==> src/rtl/oam_dma_ctrl.sv <==
// Single-port SRAM arbiter between the CPU MAR/MDR interface and an OAM DMA engine.
// A write to DMA_REG copies DMA_LEN bytes from {src_page,8'h00} to OAM_BASE, stalling the CPU meanwhile.
module oam_dma_ctrl #(
  parameter int unsigned DMA_LEN  = 160,
  parameter logic [15:0] OAM_BASE = 16'hFE00,
  parameter logic [15:0] DMA_REG  = 16'hFF46
) (
  input  logic        clk,
  input  logic        rst,
  input  logic [15:0] cpu_addr,
  input  logic [7:0]  cpu_wdata,
  input  logic        cpu_re,
  input  logic        cpu_we,
  output logic [7:0]  cpu_rdata,
  output logic        cpu_stall,
  output logic [15:0] mem_addr,
  output logic [7:0]  mem_wdata,
  output logic        mem_re,
  output logic        mem_we,
  input  logic [7:0]  mem_rdata,
  output logic        dma_busy
);

  typedef enum logic [1:0] {
    IDLE,
    START,
    READ,
    WRITE
  } state_t;

  localparam logic [7:0] LAST_IDX = 8'(DMA_LEN - 1);

  state_t     state, state_next;
  logic [7:0] idx, idx_next;
  logic [7:0] dma_reg;
  logic [7:0] src_page;
  logic       rd_sel;
  logic       reg_hit, cpu_req, reg_wr, reg_rd;

  assign reg_hit = (cpu_addr == DMA_REG);
  assign cpu_req = cpu_re | cpu_we;
  // A simultaneous read+write is a write, so the register read path only sees pure reads.
  assign reg_wr  = cpu_we & reg_hit;
  assign reg_rd  = cpu_re & ~cpu_we & reg_hit;

  // Pages E0..FF mirror C0..DF (echo RAM).
  assign src_page = (dma_reg >= 8'hE0) ? (dma_reg - 8'h20) : dma_reg;

  assign dma_busy  = (state != IDLE);
  assign cpu_rdata = rd_sel ? dma_reg : mem_rdata;

  always_ff @(posedge clk or posedge rst) begin
    if (rst) begin
      state <= IDLE;
    end else begin
      state <= state_next;
    end
  end

  always_ff @(posedge clk or posedge rst) begin
    if (rst) begin
      idx     <= '0;
      dma_reg <= '0;
      rd_sel  <= 1'b0;
    end else begin
      idx    <= idx_next;
      rd_sel <= reg_rd;
      if (reg_wr) begin
        dma_reg <= cpu_wdata;
      end
    end
  end

  always_comb begin
    state_next = state;
    idx_next   = idx;
    mem_addr   = '0;
    mem_wdata  = '0;
    mem_re     = 1'b0;
    mem_we     = 1'b0;
    cpu_stall  = 1'b0;

    case (state)
      IDLE: begin
        mem_addr  = cpu_addr;
        mem_wdata = cpu_wdata;
        if (!reg_hit) begin
          mem_we = cpu_we;
          mem_re = cpu_re & ~cpu_we;
        end
      end
      START: begin
        state_next = READ;
      end
      READ: begin
        mem_addr   = {src_page, idx};
        mem_re     = 1'b1;
        state_next = WRITE;
      end
      WRITE: begin
        mem_addr  = OAM_BASE + {8'h00, idx};
        mem_wdata = mem_rdata;
        mem_we    = 1'b1;
        if (idx == LAST_IDX) begin
          state_next = IDLE;
        end else begin
          idx_next   = idx + 8'd1;
          state_next = READ;
        end
      end
      default: begin
        state_next = IDLE;
      end
    endcase

    if (state != IDLE) begin
      cpu_stall = cpu_req & ~reg_hit;
    end

    // Restart overrides whatever the current step chose, including the final WRITE's return to IDLE.
    if (reg_wr) begin
      state_next = START;
      idx_next   = '0;
    end

    if (rst) begin
      mem_addr  = '0;
      mem_wdata = '0;
      mem_re    = 1'b0;
      mem_we    = 1'b0;
      cpu_stall = 1'b0;
    end
  end

endmodule

==> config.mk <==
export PLATFORM = sky130hd
export DESIGN_NAME = oam_dma_ctrl
export DESIGN_NICKNAME = d
export VERILOG_FILES = /design/src/rtl/oam_dma_ctrl.sv
export SDC_FILE = /design/constraint.sdc
export NUM_CORES = 1
export LEC_CHECK = 0
export CAP_MARGIN = 20
export CELL_PAD_IN_SITES_DETAIL_PLACEMENT = 1
export CELL_PAD_IN_SITES_GLOBAL_PLACEMENT = 1
export CORE_AREA = 4 4 68 70
export DETAILED_ROUTE_END_ITERATION = 12
export DIE_AREA = 0 0 72 74
export DONT_BUFFER_PORTS = 1
export HOLD_SLACK_MARGIN = 0.08
export PLACE_DENSITY = 0.69
export SETUP_SLACK_MARGIN = 0.2
export SLEW_MARGIN = 25
export SYNTH_ARGS = -nofsm -noshare
export SYNTH_HDL_FRONTEND = slang
export SYNTH_SLANG_ARGS = --single-unit
==> constraint.sdc <==
create_clock -name clk -period 1.75 [get_ports clk]
set_clock_uncertainty 0.2 [all_clocks]
set_input_delay 0.35 -clock clk [delete_from_list [all_inputs] [get_ports clk]]
set_output_delay 0.35 -clock clk [all_outputs]
set_load 0.005 [all_outputs]
==> images/layers.png <==
Drawn at 6 px/micron. Only two layers are drawn.
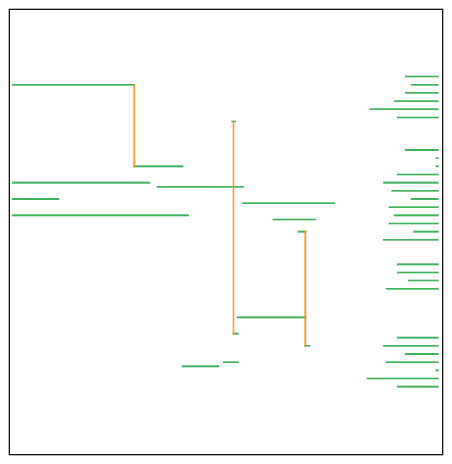
color	layer	wire length
green	M3	331 microns
orange	M4	68.0 microns

==> images/congestion_map.png <==
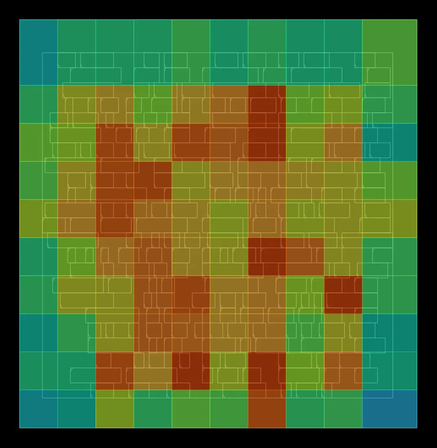
GR Util All Layers: 21.8%
global routing's busiest layer: met2
met1 Use GR: 23.9%

==> images/ff_map.png <==
Drawn at 6 px/micron. Other sequential cells in the stronger gray, the rest of the logic in the fainter gray.
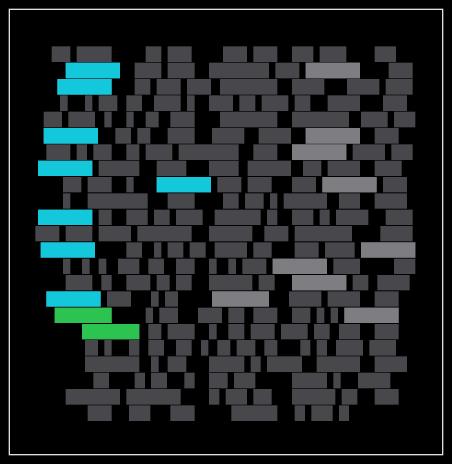
color	name in the netlist	placed flops
cyan	idx	8
green	state	2

==> impl_metrics.env <==
# yosys + openroad results
export IMPL_first_iter_violations=53
export IMPL_synth_seq_share_pct=30.9
export IMPL_grt_pass1_wl_microns=8980
export IMPL_violations="setup timing"
export IMPL_power_switching_mw=1.29
export IMPL_synthArstFlopShare_pct=100
export IMPL_yosysWarningCount=0
export IMPL_worst_slack_ns=-0.363
export IMPL_path_buffers=2
export IMPL_setup_viol_count_final=29
export IMPL_drt_wl_total_microns=6360
export IMPL_drive_gt1_share_pct=63.6
export IMPL_cts_buffer_depth=2
export IMPL_hold_path_class="input port to flip-flop"
export IMPL_holdPathStages=3
export IMPL_relSlewSlack_pct=80.0
export IMPL_ys_area_sq_um=1540
export IMPL_edf_count=0
export IMPL_via_per_inst=6.00
export IMPL_nNetsFinal=257
export IMPL_pwr_share_comb_pct=66.6
export IMPL_antenna_found_initial=0
export IMPL_ys_cells=174
export IMPL_fp_row_count=23
export IMPL_vias=1585
export IMPL_antenna_cells=0
export IMPL_tightest_slew_ns=0.300
export IMPL_top_area_cell="dfrtp_1"
export IMPL_fillCellCount=408
export IMPL_grt_pass1_vias=1733
export IMPL_die_h_microns=74
export IMPL_rsz0062_at_grt="yes"
export IMPL_synthCells=174
export IMPL_power_internal_mw=1.60
export IMPL_crit_cells=5
export IMPL_cp_data_required_time_ns=1.20
export IMPL_status="finished, violations left"
export IMPL_syn2layout_area_growth_pct=72.3
==> worst min-delay path, stage by stage <==
cell       delay, ns
nand4bb_4       0.09
or4_4           0.15
nor3b_1         0.05
==> final timing paths <==
path / start / to / slack (ns)
worst max-delay path: state[0]$_DFFE_PP0P_ / mem_addr[6] / -0.36
worst min-delay path: cpu_addr[6] / rd_sel$_DFF_PP0_ / 0.21
worst max register to register: state[1]$_DFFE_PP0P_ / idx[7]$_DFFE_PP0P_ / -0.01
worst min register to register: dma_reg[6]$_DFFE_PP0P_ / dma_reg[6]$_DFFE_PP0P_ / 0.37
max in group asynchronous: rst / state[1]$_DFFE_PP0P_ / 0.73
min in group asynchronous: rst / rd_sel$_DFF_PP0_ / 0.39
==> cells in the final DEF, fill, tap and decap left out, types with 2 or more instances in the layout <==
cell type	instances
a211oi_2	3
a21oi_1	3
a21oi_2	5
a21oi_4	2
a221oi_4	4
a22oi_2	17
buf_12	6
buf_4	20
buf_6	11
buf_8	2
clkbuf_8	3
dfrtp_1	16
dfrtp_2	3
dlygate4sd3_1	11
ha_4	4
inv_1	5
inv_4	2
mux2_4	14
nand2_1	7
nand3_1	7
nand4_1	3
nand4bb_4	2
nor2_1	9
nor2_2	3
nor2_4	18
nor4_4	2
o21ai_1	2
or2_4	3
xnor2_1	2
xor2_1	2
==> layout make-up <==
type / count / share of cell area (%)
Inverter: 9 / 1.60
Multi-Input combinational cell: 132 / 56.2
Timing Repair Buffer: 50 / 20.1
Sequential cell: 19 / 18.1
Tap cell: 50 / 2.36
Clock buffer: 4 / 1.70
==> what timing repair did <==
action	in CTS	in global routing
pin swaps	9	14
setup buffers	9	3
gates resized	27	27
cloned	0	0
hold buffers	11	0
hold endpoints to repair	29	0
endpoints found under the setup margin	53	53
==> Yosys cell counts (all sizes together) (2+ instances only) <==
master and number:
a211oi 3, and2 2, mux2 14, nor4 2, inv 9, nand4bb 2, or2 3, nand3 8
clkbuf 11, nor2 30, o21ai 3, xor2 2, a22oi 17, a21oi 10, nand2 7, dfrtp 19
nor3b 2, ha 6, xnor2 2, nand4 3, nor3 2, buf 3, a221oi 4
==> per-layer routing <==
metal	vias to the layer above	GRT usage, %	routed length [microns]
met2	48	43.5	3640
met4	0	3.34	68
met1	812	23.9	2320
li1	718	-	-
met3	7	4.73	330
met5	-	0	0
==> stage by stage <==
step	std cells	cell area [sq um]	setup TNS [ns]
floorplan	174	2060	-2.11
global placement	237	2150	-2.07
detailed placement	237	2150	-3.07
CTS	261	2510	-8.54
global route	264	2650	-10.74
finish	264	2650	-9.08
==> power groups by stage <==
stage               Clock (mW)  Combinational [mW]  Sequential, mW
floorplan                    0                1.22           0.638
global placement             0                1.48           0.628
detailed placement           0                1.52           0.631
CTS                      0.321                1.67           0.632
global route             0.342                2.06           0.670
finish                   0.309                1.93           0.656
==> kinds of logic (layout without fill, tap and decap cells) <==
family | count (synthesis) | in the layout | share of synthesized area, %
fa+ha+maj | 6 | 6 | 4.87
buf+inv | 23 | 63 | 7.15
mux | 15 | 15 | 12.3
simple gates | 64 | 64 | 22.7
xor+xnor | 4 | 4 | 2.27
compound gates | 43 | 43 | 19.7
flops | 19 | 19 | 30.9
No activity file was given, so power comes from the tool's default toggle rates.
